`config.mk`:
```
export PLATFORM = sky130hd
export DESIGN_NAME = timing_nco_mu
export DESIGN_NICKNAME = d
export VERILOG_FILES = /design/src/rtl/timing_nco_mu_pkg.sv /design/src/rtl/timing_nco_mu_fx2fp19.sv /design/src/rtl/timing_nco_mu.sv
export SDC_FILE = /design/constraint.sdc
export NUM_CORES = 1
export LEC_CHECK = 0
export CAP_MARGIN = 10
export CELL_PAD_IN_SITES_DETAIL_PLACEMENT = 0
export CELL_PAD_IN_SITES_GLOBAL_PLACEMENT = 1
export CORE_ASPECT_RATIO = 1.25
export CORE_MARGIN = 1.5
export CORE_UTILIZATION = 39
export DETAILED_ROUTE_END_ITERATION = 7
export PLACE_DENSITY = 0.88
export RECOVER_POWER = 25
export SLEW_MARGIN = 0
export SYNTH_ARGS = -nofsm -noshare
export SYNTH_HDL_FRONTEND = slang
export SYNTH_SLANG_ARGS = --single-unit
export TNS_END_PERCENT = 10
```
`constraint.sdc`:
```
create_clock -name clk -period 3.2 [get_ports clk]
set_input_delay 0.96 -clock clk [delete_from_list [all_inputs] [get_ports clk]]
set_output_delay 0.96 -clock clk [all_outputs]
set_load 0.02 [all_outputs]
```
`src/rtl/timing_nco_mu_pkg.sv`:
```
// Shared float19 format definitions and interpolator constants for the
// timing-recovery NCO and its fixed-to-float converter.
package timing_nco_mu_pkg;

  localparam int unsigned FLOAT_W  = 19;
  localparam int unsigned SIGN_BIT = 18;
  localparam int unsigned EXP_W    = 8;
  localparam int unsigned MAN_W    = 10;
  localparam int unsigned EXP_LSB  = MAN_W;
  localparam int unsigned EXP_BIAS = 127;

  typedef struct packed {
    logic             sign;
    logic [EXP_W-1:0] exp;
    logic [MAN_W-1:0] man;
  } float19_t;

  localparam logic [FLOAT_W-1:0] FLOAT_ZERO     = '0;
  // 0.5 and 1.5 as consumed by the Farrow interpolator coefficients
  localparam logic [FLOAT_W-1:0] FLOAT_HALF     = 19'h1F800;
  localparam logic [FLOAT_W-1:0] FLOAT_ONE_HALF = 19'h1FE00;

endpackage

```
`src/rtl/timing_nco_mu_fx2fp19.sv`:
```
// Combinational unsigned fixed-point (v/2^FRAC_W) to float19 converter:
// leading-one detect, exponent from its position, truncated mantissa.
module timing_nco_mu_fx2fp19
  import timing_nco_mu_pkg::*;
#(
  parameter int DATA_WIDTH = 19,
  parameter int FRAC_W     = 16
) (
  input  logic [FRAC_W-1:0]     x,
  output logic [DATA_WIDTH-1:0] y
);

  localparam int LW = $clog2(FRAC_W);

  logic [LW-1:0] lead;
  logic          nonzero;
  float19_t      f;

  always_comb begin
    lead    = '0;
    nonzero = 1'b0;
    for (int unsigned i = 0; i < FRAC_W; i++) begin
      if (x[i]) begin
        lead    = LW'(i);
        nonzero = 1'b1;
      end
    end
  end

  always_comb begin
    f = '0;
    if (nonzero) begin
      f.sign = 1'b0;
      f.exp  = EXP_W'(EXP_BIAS - FRAC_W) + EXP_W'(lead);
      // Bits below the leading one, MSB-first; positions below bit 0 stay zero
      for (int unsigned i = 0; i < MAN_W; i++) begin
        if (int'(lead) > int'(i))
          f.man[MAN_W-1-i] = x[LW'(int'(lead) - 1 - int'(i))];
      end
    end
  end

  assign y = DATA_WIDTH'(f);

endmodule

```
`src/rtl/timing_nco_mu.sv`:
```
// Timing-recovery NCO: modulo-1 down-counter stepped by W per sample; on
// underflow emits a symbol strobe and the float19 fractional interval mu.
module timing_nco_mu
  import timing_nco_mu_pkg::*;
#(
  parameter int DATA_WIDTH = 19,
  parameter int FRAC_W     = 16,
  parameter int SPS_LOG2   = 1
) (
  input  logic                  clk,
  input  logic                  rst_n,
  input  logic                  sample_valid,
  input  logic [FRAC_W-1:0]     loop_err,
  input  logic                  loop_valid,
  output logic [DATA_WIDTH-1:0] mu,
  output logic                  strobe,
  output logic [FRAC_W-1:0]     w_word
);

  localparam logic [FRAC_W-1:0] W_NOM = FRAC_W'(2 ** (FRAC_W - SPS_LOG2));
  localparam logic [FRAC_W-1:0] W_MIN = W_NOM - (W_NOM >> 2);
  localparam logic [FRAC_W-1:0] W_MAX = W_NOM + (W_NOM >> 2);
  localparam logic signed [FRAC_W+1:0] W_MIN_S = $signed({2'b00, W_MIN});
  localparam logic signed [FRAC_W+1:0] W_MAX_S = $signed({2'b00, W_MAX});

  logic [FRAC_W-1:0]          eta;
  logic [FRAC_W-1:0]          w_reg;
  logic [FRAC_W-1:0]          mu_fix;
  logic                       strobe_s1;

  logic signed [FRAC_W+1:0]   w_sum;
  logic [FRAC_W-1:0]          w_next;
  logic [FRAC_W:0]            diff;
  logic                       borrow;
  logic [2*FRAC_W-1:0]        eta_shift;
  logic [FRAC_W-1:0]          mu_sat;
  logic [DATA_WIDTH-1:0]      mu_fp;

  always_comb begin
    w_sum = $signed({2'b00, W_NOM}) +
            $signed({{2{loop_err[FRAC_W-1]}}, loop_err});
    if (w_sum < W_MIN_S)
      w_next = W_MIN;
    else if (w_sum > W_MAX_S)
      w_next = W_MAX;
    else
      w_next = w_sum[FRAC_W-1:0];
  end

  always_comb begin
    diff      = {1'b0, eta} - {1'b0, w_reg};
    borrow    = diff[FRAC_W];
    eta_shift = {{FRAC_W{1'b0}}, eta} << SPS_LOG2;
    // Any bit shifted past the fraction saturates mu to just below 1.0
    mu_sat    = (|eta_shift[2*FRAC_W-1:FRAC_W]) ? '1 : eta_shift[FRAC_W-1:0];
  end

  timing_nco_mu_fx2fp19 #(
    .DATA_WIDTH (DATA_WIDTH),
    .FRAC_W     (FRAC_W)
  ) u_fx2fp (
    .x (mu_fix),
    .y (mu_fp)
  );

  always_ff @(posedge clk or negedge rst_n) begin
    if (!rst_n) begin
      eta       <= '0;
      w_reg     <= W_NOM;
      mu_fix    <= '0;
      strobe_s1 <= 1'b0;
      strobe    <= 1'b0;
      mu        <= '0;
    end else begin
      if (loop_valid)
        w_reg <= w_next;
      if (sample_valid) begin
        eta       <= diff[FRAC_W-1:0];
        strobe_s1 <= borrow;
        if (borrow)
          mu_fix <= mu_sat;
      end else begin
        strobe_s1 <= 1'b0;
      end
      strobe <= strobe_s1;
      if (strobe_s1)
        mu <= mu_fp;
    end
  end

  assign w_word = w_reg;

endmodule

```
Fig. 1: M2 wires
(3 px per um) Cells faint in the background.
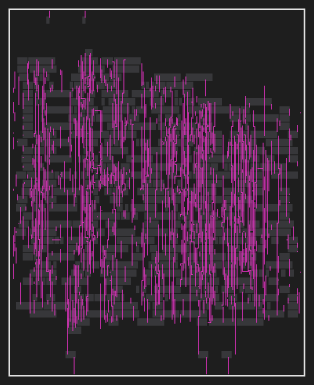
496 nets have wire on it. The layer carries 5100 um of wire. The layer holds 51% of the routed length.

Fig. 2: ports around the boundary
(2 px per um) Pins as bars across the die edge, other pins in gray.
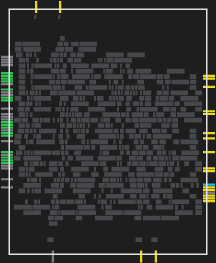
Key: yellow = `mu` [pins 19, direction output, edge 15 east, 2 south, 2 north]; green = `loop_err` [pins 16, direction input, edge west]; cyan = `rst_n` [pins 1, direction input, edge east]

==> Slide: Implementation Results <==
Key Metrics from the Run

STA
  – Pins Over Slew Limit: 67
  – Final period util: 95.5%
  – Setup slack after layout: 0.144 ns
  – Setup Skew: 0.00796 ns
  – Slew HR: -5.00%
  – Peak Freq: 327 MHz

Flow run
  – OpenROAD warnings: 37
  – Max-cap viol count: 1

Run status
  – Status: complete, but fails checks
  – Violated checks: capacitance limit, slew limit

Drt
  – Routed wire per std cell: 15.1 um
  – Antenna-violating nets left: 0
  – # DRC: 0

CTS
  – H-Tree Depth: 3
  – Longest Clk Path Bufs: 2

Die
  – Chip height: 122 um
  – Die X: 98.0 um
  – Fp util: 39.9%

Finish
  – Fillers: 1002
  – Final cell count without fillers: 661
  – Fin nets: 572

GRT
  – Vias in the first global route: 3655

Power
  – NetSw: 2290 uW
  – Logic pwr share: 55.6%

Critical path
  – Worst path arrival time: 3.32 ns
  – Worst Setup SP: mu_fix[11]
  – Crit path capture type: flip-flop

Yosys
  – Dominant flop cell: dfrtp_1
  – Yosys Chip Area: 4400 um^2
  – Mapped Area: 4400 um^2
  – Mean Syn Cell Area: 9.72 um^2
  – Top logic family: multiplexers

Place
  – DP HPWL: 7600 um
  – Input/output buffers: 53

Hold path
  – Hold Path Sink: mu[13]
Fig. 3: placement by cell class
(3 px per um) Fill, decap, tap and diode cells in gray.
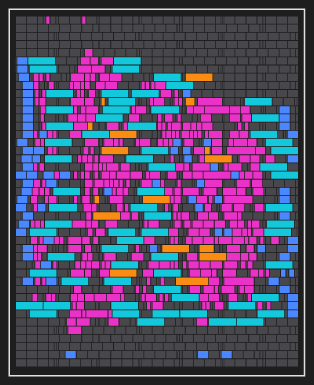
Key: orange = clock drivers and dummy loads [cells 16, share of their area 5.6%]; magenta = remaining logic cells [cells 369, share of their area 50%]; cyan = sequential cells [cells 66, share of their area 31%]; blue = remaining buffers and delay cells [cells 75, share of their area 13%]

Fig. 4: routed clock nets over the placement
(4 px per um)
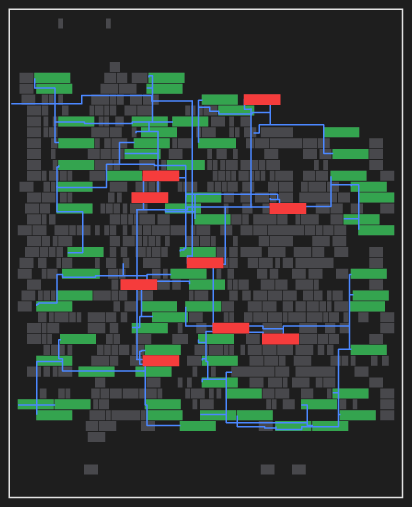
Key: red = clock-net drivers [count 9]; blue = clock wires [length 990 um]; green = flip-flops [count 66]
Position of the flops: widely spread. There are 10 routed clock nets.

==> worst max-delay path: stages, from the launching register on <==
cell and delay (ns):
dfrtp_2 0.44, or4_1 0.50, o31a_1 0.29, buf_4 0.17, inv_12 0.08, ha_1 0.21
xnor2_2 0.14, buf_4 0.17, ha_1 0.18, a21boi_0 0.23, xnor2_1 0.20, mux2i_1 0.25
a22o_1 0.14
==> flip-flops by register name (all words and copies together) (netlist names) <==
signal,cells
mu,16
eta,16
mu_fix,16
strobe_s1,1
w_word,16
strobe,1
==> layer usage <==
layer	track usage (%)	vias to the layer above	share of wire (%)
li1	-	1724	-
met1	19.6	1661	42
met2	32.8	93	51
met3	2.98	19	3.7
met4	8.93	0	2.7
met5	0	-	0
==> final cells by class <==
type,instances,area [um^2],share of cell area (%)
well taps,135,169,3.08
inverters,50,200,3.65
clock buffers,11,243,4.42
flip-flops and latches,66,1660,30.2
clock inverters,5,53.8,0.980
repair buffers,75,688,12.5
multi-input cells,319,2480,45.2
==> Yosys cell counts (4+ instances only) <==
master | n | share of area, %
a211oi_1 | 4 | 0.68
a21o_1 | 7 | 1.2
a21oi_1 | 25 | 2.8
a22o_1 | 7 | 1.4
a31oi_1 | 4 | 0.57
buf_2 | 4 | 0.46
clkbuf_1 | 10 | 0.85
dfrtp_1 | 65 | 37
ha_1 | 30 | 8.5
inv_1 | 49 | 4.2
mux2_2 | 13 | 3.3
mux2i_1 | 49 | 11
nand2_1 | 24 | 2.0
nand2b_1 | 5 | 0.71
nand3_1 | 4 | 0.46
nor2_1 | 39 | 3.3
nor3_1 | 7 | 0.80
nor4_1 | 4 | 0.57
o21a_1 | 4 | 0.68
o21ai_0 | 24 | 2.7
o2bb2ai_1 | 5 | 1.0
o31ai_1 | 4 | 0.68
xnor2_1 | 14 | 2.8
Power figures rest on the tool's default switching activity, not on a simulated workload.
